==> config.mk <==
export PLATFORM = sky130hd
export DESIGN_NAME = fcs_frame_ctrl
export DESIGN_NICKNAME = d
export VERILOG_FILES = /design/src/rtl/fcs_frame_ctrl.sv
export SDC_FILE = /design/constraint.sdc
export NUM_CORES = 1
export LEC_CHECK = 0
export CORE_MARGIN = 1
export CORE_UTILIZATION = 35
export DETAILED_ROUTE_END_ITERATION = 12
export PLACE_DENSITY_LB_ADDON = 0.12
export SYNTH_ARGS = -nofsm -noshare
export SYNTH_HDL_FRONTEND = slang
export SYNTH_SLANG_ARGS = --single-unit
==> constraint.sdc <==
create_clock -name clk -period 2.2 [get_ports clk]
set_input_delay 0.55 -clock clk [delete_from_list [all_inputs] [get_ports clk]]
set_output_delay 0.55 -clock clk [all_outputs]
set_load 0.02 [all_outputs]
==> src/rtl/fcs_frame_ctrl.sv <==
// fcs_frame_ctrl: frames an upstream byte stream onto the serial FCS engine
// (MSB first), waits for the engine result and presents one record per frame.
// The engine is held in reset whenever the sequencer is idle.
module fcs_frame_ctrl #(
    parameter int MAX_BYTES    = 256,
    parameter int MIN_BYTES    = 1,
    parameter int LEN_W        = 9,
    parameter int DONE_TIMEOUT = 64
) (
    input  logic             clk,
    input  logic             rst,
    input  logic             s_valid,
    input  logic [7:0]       s_data,
    input  logic             s_last,
    output logic             s_ready,
    output logic             fcs_rst,
    output logic             fcs_en,
    output logic             fcs_data,
    input  logic             fcs_done,
    input  logic             fcs_len_error,
    input  logic [15:0]      fcs_value,
    output logic             result_valid,
    input  logic             result_ready,
    output logic [15:0]      result_fcs,
    output logic [LEN_W-1:0] result_len,
    output logic [2:0]       result_status
);

    localparam int TO_W = $clog2(DONE_TIMEOUT + 1);

    typedef enum logic [1:0] {
        ST_IDLE      = 2'd0,
        ST_SHIFT     = 2'd1,
        ST_WAIT_DONE = 2'd2,
        ST_RESULT    = 2'd3
    } state_t;

    state_t           r_state;
    state_t           w_state_nxt;

    logic [7:0]       r_sr;
    logic [2:0]       r_bit_cnt;
    logic             r_have_byte;
    logic             r_last_loaded;
    logic             r_ovf;
    logic [LEN_W-1:0] r_byte_cnt;
    logic [TO_W-1:0]  r_to_cnt;
    logic [15:0]      r_result_fcs;
    logic [LEN_W-1:0] r_result_len;
    logic [2:0]       r_result_status;

    logic             w_accept;
    logic             w_timeout;
    logic             w_len_viol;

    assign w_accept   = s_valid & s_ready;
    assign w_timeout  = (r_to_cnt == TO_W'(DONE_TIMEOUT));
    assign w_len_viol = r_ovf | (r_byte_cnt < LEN_W'(MIN_BYTES));

    // fcs_data holds the current MSB; it stays put while the shifter is empty
    assign fcs_data      = r_sr[7];
    assign result_fcs    = r_result_fcs;
    assign result_len    = r_result_len;
    assign result_status = r_result_status;

    // State register
    always_ff @(posedge clk) begin
        if (rst) begin
            r_state <= ST_IDLE;
        end else begin
            r_state <= w_state_nxt;
        end
    end

    // Next-state and handshake/engine control decode from registered state only
    always_comb begin
        w_state_nxt  = r_state;
        s_ready      = 1'b0;
        fcs_rst      = 1'b0;
        fcs_en       = 1'b0;
        result_valid = 1'b0;
        case (r_state)
            ST_IDLE: begin
                fcs_rst = 1'b1;
                if (s_valid) begin
                    w_state_nxt = ST_SHIFT;
                end
            end
            ST_SHIFT: begin
                // Accept while empty, or on the final bit for a gapless reload
                s_ready = !r_have_byte || ((r_bit_cnt == 3'd7) && !r_last_loaded);
                fcs_en  = r_have_byte && !r_ovf;
                if (r_have_byte && (r_bit_cnt == 3'd7) && r_last_loaded) begin
                    w_state_nxt = ST_WAIT_DONE;
                end
            end
            ST_WAIT_DONE: begin
                if (fcs_done || w_timeout) begin
                    w_state_nxt = ST_RESULT;
                end
            end
            ST_RESULT: begin
                result_valid = 1'b1;
                if (result_ready) begin
                    w_state_nxt = ST_IDLE;
                end
            end
            default: begin
                w_state_nxt = ST_IDLE;
            end
        endcase
    end

    // Shifter, byte/timeout counters and result capture
    always_ff @(posedge clk) begin
        if (rst) begin
            r_sr            <= '0;
            r_bit_cnt       <= '0;
            r_have_byte     <= 1'b0;
            r_last_loaded   <= 1'b0;
            r_ovf           <= 1'b0;
            r_byte_cnt      <= '0;
            r_to_cnt        <= '0;
            r_result_fcs    <= '0;
            r_result_len    <= '0;
            r_result_status <= '0;
        end else begin
            case (r_state)
                ST_IDLE: begin
                    if (s_valid) begin
                        r_bit_cnt     <= '0;
                        r_have_byte   <= 1'b0;
                        r_last_loaded <= 1'b0;
                        r_ovf         <= 1'b0;
                        r_byte_cnt    <= '0;
                    end
                end
                ST_SHIFT: begin
                    r_to_cnt <= '0;
                    if (w_accept) begin
                        r_sr          <= s_data;
                        r_bit_cnt     <= '0;
                        r_have_byte   <= 1'b1;
                        r_last_loaded <= s_last;
                        // Bytes past the limit are consumed but never reach the engine
                        if (r_byte_cnt == LEN_W'(MAX_BYTES)) begin
                            r_ovf <= 1'b1;
                        end else begin
                            r_byte_cnt <= r_byte_cnt + LEN_W'(1);
                        end
                    end else if (r_have_byte) begin
                        if (r_bit_cnt == 3'd7) begin
                            r_have_byte <= 1'b0;
                        end else begin
                            r_sr      <= {r_sr[6:0], 1'b0};
                            r_bit_cnt <= r_bit_cnt + 3'd1;
                        end
                    end
                end
                ST_WAIT_DONE: begin
                    if (fcs_done) begin
                        r_result_fcs    <= fcs_value;
                        r_result_len    <= r_byte_cnt;
                        r_result_status <= {1'b0, w_len_viol, fcs_len_error};
                    end else if (w_timeout) begin
                        r_result_fcs    <= '0;
                        r_result_len    <= r_byte_cnt;
                        r_result_status <= {1'b1, w_len_viol, 1'b0};
                    end else begin
                        r_to_cnt <= r_to_cnt + TO_W'(1);
                    end
                end
                default: begin
                end
            endcase
        end
    end

endmodule

==> run_summary.xml <==
<?xml version="1.0" encoding="UTF-8"?>
<metrics>
  <group name="logic_synthesis">
    <metric name="yosys-stat-cells" unit="">307</metric>
    <metric name="postSynth.topFlopCell" unit="">sky130_fd_sc_hd__dfxtp_1</metric>
    <metric name="number_of_flops_mapped_to_enable_cells_by_yosys" unit="">0</metric>
    <metric name="synth_chip_area" unit="um^2">2740</metric>
    <metric name="seq_area_frac_synth" unit="">0.439</metric>
    <metric name="synth_area" unit="um^2">2740</metric>
    <metric name="yosys_register_bits" unit="">60</metric>
    <metric name="async_flop_share" unit="">0</metric>
  </group>
  <group name="die">
    <metric name="pin_count" unit="">64</metric>
    <metric name="core.rowCount" unit="">31</metric>
    <metric name="die_height" unit="um">90.5</metric>
    <metric name="fp_util" unit="">0.370</metric>
  </group>
  <group name="placement">
    <metric name="place.detailed.hpwl" unit="um">4650</metric>
    <metric name="numPlacedInstances" unit="">469</metric>
    <metric name="gpl.final_weighted_congestion" unit="">0.797</metric>
    <metric name="numPortBuffers" unit="">63</metric>
  </group>
  <group name="clocking">
    <metric name="post_cts.resized_instances" unit="">2</metric>
    <metric name="cts.sinks" unit="">60</metric>
    <metric name="cts_post_setup_buffers_inserted" unit="">0</metric>
    <metric name="postCtsHoldBufs" unit="">0</metric>
    <metric name="worstSkewPairLatency" unit="ns">0.33</metric>
  </group>
  <group name="timing">
    <metric name="rsz0062_at_grt" unit="">false</metric>
    <metric name="skew" unit="ns">0.00735</metric>
    <metric name="finalHoldViolations" unit="">0</metric>
    <metric name="finalCritPeriodShare" unit="">0.964</metric>
    <metric name="fin_hold_ws" unit="ns">0.469</metric>
    <metric name="fmaxAchievable" unit="MHz">471</metric>
    <metric name="final_period_minus_worst_setup_slack" unit="ns">2.12</metric>
    <metric name="finalSetupViolCount" unit="">0</metric>
    <metric name="total_negative_slack_for_setup_checks" unit="ns">0</metric>
  </group>
  <group name="routing">
    <metric name="initial_drc_count" unit="">72</metric>
    <metric name="remaining_drc_errors" unit="">0</metric>
    <metric name="detail_route.vias_per_cell" unit="">5.18</metric>
  </group>
  <group name="setup_path">
    <metric name="worst-setup-path-type" unit="">register to primary output</metric>
    <metric name="required" unit="ns">1.65</metric>
    <metric name="arrival" unit="ns">1.57</metric>
  </group>
  <group name="global_routing">
    <metric name="wire_length_of_the_first_global_routing_pass" unit="um">11400</metric>
    <metric name="maximum_number_of_pins_on_one_net_before_global_route_repair" unit="">33</metric>
    <metric name="first_global_vias" unit="">2367</metric>
    <metric name="grtUsageTotal" unit="">0.170</metric>
  </group>
  <group name="pwr">
    <metric name="power.share.switching" unit="">0.325</metric>
    <metric name="seq_power_share" unit="">0.373</metric>
    <metric name="share_clk_of_total_power" unit="">0.329</metric>
    <metric name="total_power" unit="mW">3.37</metric>
    <metric name="leakage" unit="nW">1.48</metric>
  </group>
  <group name="run">
    <metric name="log.warning_count" unit="">31</metric>
    <metric name="cap_violations" unit="">0</metric>
  </group>
  <group name="cells_and_area">
    <metric name="layout.cells.most_common_list" unit="">sky130_fd_sc_hd__clkdlybuf4s50_1, sky130_fd_sc_hd__dfxtp_1, sky130_fd_sc_hd__nor2_1</metric>
    <metric name="layout.nets" unit="">422</metric>
    <metric name="post_route_cells_drive_above_1_share" unit="">0.114</metric>
    <metric name="filler_cell_count" unit="">713</metric>
    <metric name="diodes" unit="">0</metric>
  </group>
  <group name="run_status">
    <metric name="outcome" unit="">completed</metric>
  </group>
</metrics>
[logic make-up after synthesis]
logic type | share of synthesized area
adders and majority gates | 0.0457
AOI/OAI and AO/OA | 0.197
and+or+nand+nor | 0.204
muxes | 0.0626
xor gates and xnor gates | 0.00640
DFF | 0.439
buffers and inverters | 0.0457
[power by group through the flow]
stage / combinational (mW) / sequential [mW] / clock (mW)
2_1_floorplan: 0.565 / 1.31 / 0
3_3_place_gp: 1.02 / 1.28 / 0
3_5_place_dp: 1.02 / 1.28 / 0
4_1_cts: 1.02 / 1.26 / 1.14
5_1_grt: 1.10 / 1.27 / 1.19
6_report: 1.01 / 1.26 / 1.11
[cell usage after synthesis, types with 9 or more instances]
library cell               instances  area share
sky130_fd_sc_hd__dfxtp_1          60        0.44
sky130_fd_sc_hd__nor2_1           40       0.055
sky130_fd_sc_hd__a21oi_1          21       0.038
sky130_fd_sc_hd__nand3_1          18       0.033
sky130_fd_sc_hd__a22oi_1          17       0.047
sky130_fd_sc_hd__clkbuf_1         16       0.022
sky130_fd_sc_hd__mux2i_1          16       0.058
sky130_fd_sc_hd__o211ai_1         11       0.030
sky130_fd_sc_hd__ha_1             10       0.046
sky130_fd_sc_hd__inv_1            10       0.014
sky130_fd_sc_hd__a211oi_1          9       0.025
[routing by layer]
layer  track usage  wire, um  part of all wire
met1         0.227      3240              0.49
met2         0.265      2970              0.45
met3        0.0572       297             0.045
met4        0.0349        65            0.0099
met5             0         0                 0
[stage by stage]
step	area, um^2	utilization
final	3790	0.512
after global routing	3790	0.512
after CTS	3800	0.512
after detailed placement	3570	0.483
after global placement	3570	0.483
after floorplan	2740	-
[critical path, cell delays in order (launching register included)]
cell and delay [ns]:
sky130_fd_sc_hd__dfxtp_1 0.40, sky130_fd_sc_hd__inv_1 0.08, sky130_fd_sc_hd__ha_1 0.21, sky130_fd_sc_hd__clkdlybuf4s50_1 0.55
[final cells by class]
cell class	instances	area, um^2	share of cell area
inverters	10	37.5	0.00990
flip-flops and latches	60	1200	0.317
clock inverters	7	100	0.0264
clock buffers	9	124	0.0327
multi-input cells	216	1420	0.373
repair buffers	84	790	0.208
well taps	99	124	0.0327
[final timing paths]
kind              slack [ns]  depth (start not counted)          start             to
setup / recovery        0.08                          3     r_state[0]        fcs_rst
hold / removal          0.47                          2        r_sr[0]        r_sr[0]
setup reg to reg        0.20                          4  r_byte_cnt[2]  r_byte_cnt[5]
hold reg to reg         0.47                          2        r_sr[0]        r_sr[0]
[state kept, by name, summed over array words and instances (netlist names)]
name,cells
result_fcs,16
r_have_byte,1
r_sr,8
r_last_loaded,1
r_bit_cnt,3
result_status,3
r_byte_cnt,9
result_len,9
r_ovf,1
r_to_cnt,7
r_state,2
Fig. 1: M1 wires
(6 px per um) Supply wires on this layer in gray.
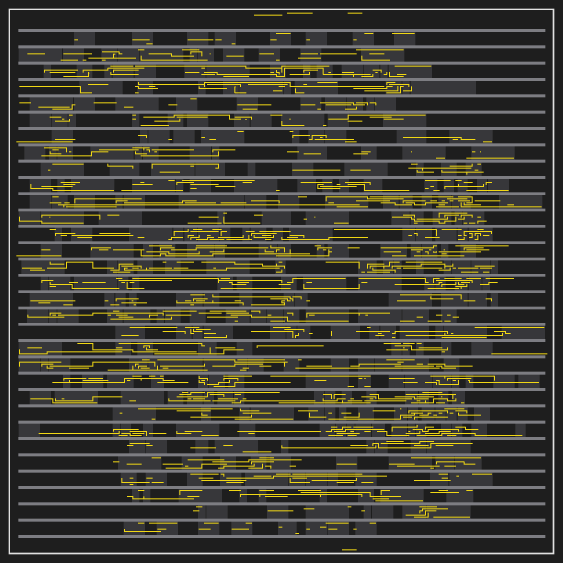
share of all routed wire: 49%
nets with wire on the layer: 379
wire length on this layer: 3,240 um
main direction: horizontal
longest straight run: 50.1 um

Fig. 2: placement density heat map
(4 px per um) The die is cut into 9 by 9 equal tiles; dark blue is low, red is high, 0 to 100% covered.
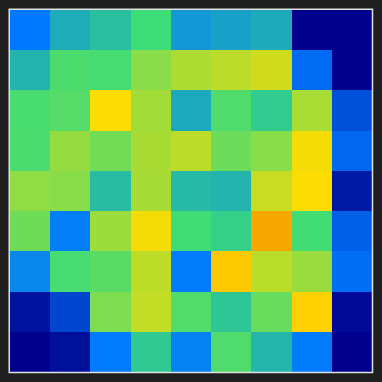
mean over tiles: 45%
nearly empty tiles: 6.2%
tiles over 75% full: 3.7%
fullest tile: 81%

Fig. 3: cell outlines without signal wires
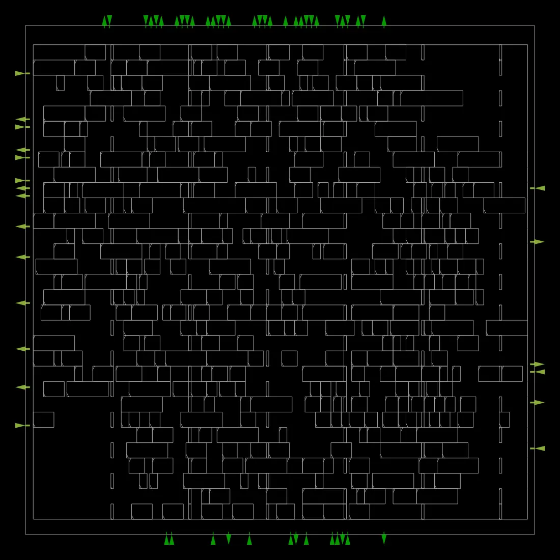
placeable core area: 7410 um^2
filler-free cell count of the finished design: 485
Final Util: 0.512

Power figures rest on the tool's default switching activity, not on a simulated workload.
